==> config.mk <==
export PLATFORM = sky130hd
export DESIGN_NAME = pipeline_ctrl_flat
export DESIGN_NICKNAME = d
export VERILOG_FILES = /design/src/rtl/pipeline_ctrl_if.sv /design/src/rtl/pipeline_ctrl.sv /design/src/flat_wrapper.sv
export SDC_FILE = /design/constraint.sdc
export NUM_CORES = 1
export LEC_CHECK = 0
export ABC_CLOCK_PERIOD_IN_PS = 1300
export CAP_MARGIN = 20
export CORE_MARGIN = 10
export CORE_UTILIZATION = 25
export CTS_CLUSTER_DIAMETER = 50
export DETAILED_ROUTE_END_ITERATION = 8
export GPL_TIMING_DRIVEN = 0
export PLACE_DENSITY_LB_ADDON = 0.1
export SETUP_SLACK_MARGIN = 0.1
export SYNTH_ARGS = -nofsm -noshare
export SYNTH_HDL_FRONTEND = slang
export SYNTH_SLANG_ARGS = --single-unit
==> constraint.sdc <==
create_clock -name clk -period 1.3 [get_ports clk]
set_input_delay 0.195 -clock clk [delete_from_list [all_inputs] [get_ports clk]]
set_output_delay 0.195 -clock clk [all_outputs]
set_load 0.01 [all_outputs]
Fig. 1: signal wires by layer
Scale bar: 20 um. Only two layers are drawn.
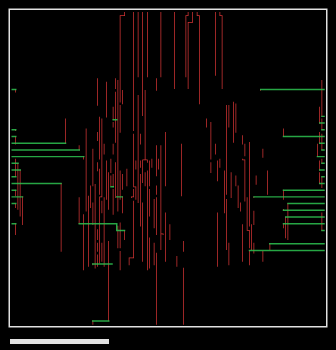
| layer | colour | wire length |
|---|---|---|
| M2 | red | 1030 um |
| M3 | green | 187 um |
final WL: 2200 um
Avg WL per Cell: 13.9 um
Tot GR Track Use: 10.1%
via count: 666

Fig. 2: pin placement
Scale bar: 20 um. Pins as bars across the die edge, other pins in grey.
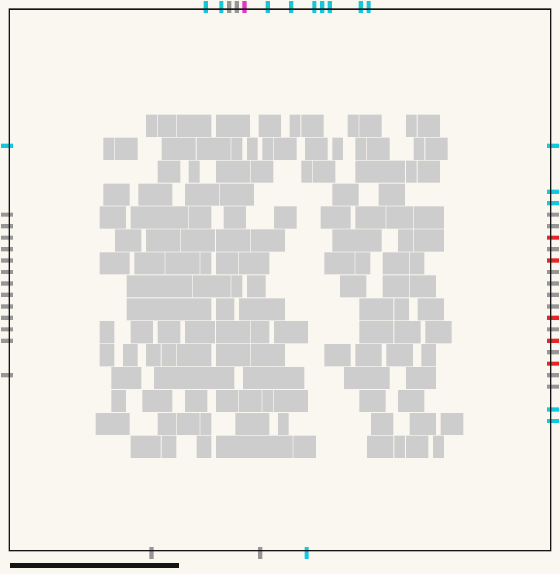
| port | colour | pins | direction | edge |
|---|---|---|---|---|
| bus_mw_en | magenta | 1 | output | top |
| bus_id_rt | red | 5 | input | right |
| bus_stall_cnt | cyan | 16 | output | 9 top, 5 right, 1 bottom, 1 left |
all pins by edge: 21 right, 14 left, 12 top, 3 bottom
Die W: 64.1 um
PortBufs: 33

Fig. 3: cell area per tile
6 x 6 tiles, from black (low) to pale yellow (high), 0 to 100% covered.
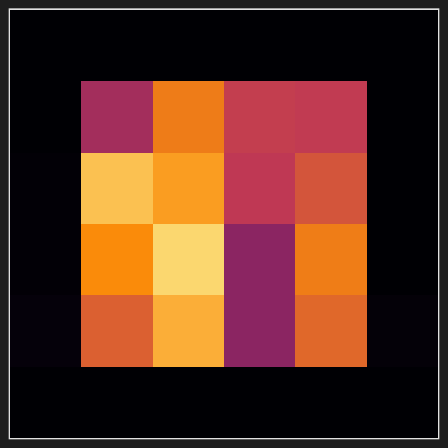
emptiest ninth of the die: top left
nearly empty tiles: 56%
densest ninth of the die: middle
mean over tiles: 28%
tiles over 75% full: 11%
core region area: 1780 um^2
Finished Core Util: 66.6%
Starting Density: 27.2%

==> metrics.yaml <==
outcome: "finished with violations"
violations: "setup timing"
via_per_inst: 4.22
edf_count: 0
met2_length_um: 1030
warnings: 29
comb_cells: 56
register_area_um2: 51.3
top_layer: "met4"
dp_hpwl_um: 1540
clk-power_uw: 136
p_int_uw: 638
cp-end-kind: "output pin"
drv_cap: 0
clkPwrFrac_pct: 13.5
largestClassByArea: "non-clock buffers"
synthDistinctLibCells: 25
numCtsBuffers: 3
fin_area_um2: 1190
total_power_mw: 1.01
worstHoldPathType: "in2async"
critPathMaxStageDelay_ns: 0.54
yosysMostFrequentCell: "buf_4"
cts_resized: 94
async_reset_ff_share_pct: 100
placed_area_um2: 918
comb_area_um2: 455
cp.buffers_inverters: 3
crit_family: "simple AND/OR/NAND/NOR gates"
reg2regPathDepth: 7
area_growth_pct: 145
yosys_warnings: 0
hold_viol: 0
finClkSkew_ns: 0.000726
drc_errors: 0
arrival_ns: 1.54
fillers: 164
buf_share_pct: 51.0
avgSynthCellArea_um2: 7.36
power.density_nw_per_um2: 850
met1_usage_pct: 12.2
taps: 25
top_logic_kind: "buffers and inverters"
top_cells_by_area: "buf_4 28%, xor2_1 11%, dfrtp_1 10%"
n_all_buffers: 67
hold_slack_ns: 0.0596
ys_sh_adder_pct: 0
gr-usage-met3_pct: 3.83
ys_ff: 2
ir_drop_uv: 978
power-top-group: "combinational logic"
clock_cell_area_share_pct: 1.90
final_cell_mix: "22 x buf_4, 17 x buf_6, 16 x conb_1, 10 x dlygate4sd2_1, 8 x clkdlybuf4s50_1"
clockBufferDepth: 2
clkTransAtPathRegs_ns: 0.03
cts-root-buf: "clkbuf_4"
synth_cells: 66
grt_busiest_layer: "met2"
clk_latency_ns: 0.22
nClkBuffers: 3
grt_pass1_wl_um: 3430
final_nets: 160
grt_max_degree: 9
seqAreaFraction_pct: 4.32
setup_slack_ns: -0.434
drt-met1-wl_um: 954
comb_area_share_pct: 38.4
ff_count: 2
rows: 15
swShare_pct: 36.8
leakagePower_nw: 0.590
dr.first_iter.drc_count: 10
layoutNonFillerInstCount: 158
top_area_cell: "buf_4"
mux_share_pct: 0
mostFrequentLayoutCell: "buf_4"
synth-xor-area-share_pct: 18.0
setup-violations-final: 10
ys_cells: 66
grt_overflow_total: 0
p_seq_share_pct: 10.5
yosys_area_um2: 485
dr_wl_met3_um: 186
inverters: 5
maxSlewViolCount: 0
antenna_found_initial: 0
worstSetupPathType: "in2out"
grt_pass1_vias: 714
worstSetupStartpointType: "input port"
synthFlopType: "dfrtp_1"
max_freq_mhz: 577
switchingPower_uw: 372
pg_seq_uw: 106
place_congestion: 0.772
io_pins: 50
syn-cell-area_um2: 485
cp.required_ns: 1.11
top_cells_by_count: "18 x buf_4, 6 x xor2_1, 5 x inv_1"
antenna_left: 0
post-place-ws_ns: -1.19
top_cell_area_share_pct: 27.8
crit_fanout: 4
cts.sink_count: 2
worstPathCellList: "buf_8 > or4_4 > o21ai_4 > a21oi_4 > buf_4 > a211oi_2 > buf_2"
largest_reg_flops: 2
chipArea_um2: 4100
cpMaxStageDelayCell: "or4_4"
rsz0062_at_grt: "true"
cts_setup_buffers: 13
setup_tns_ns: -1.88
Power is estimated from default activity; no workload was simulated.
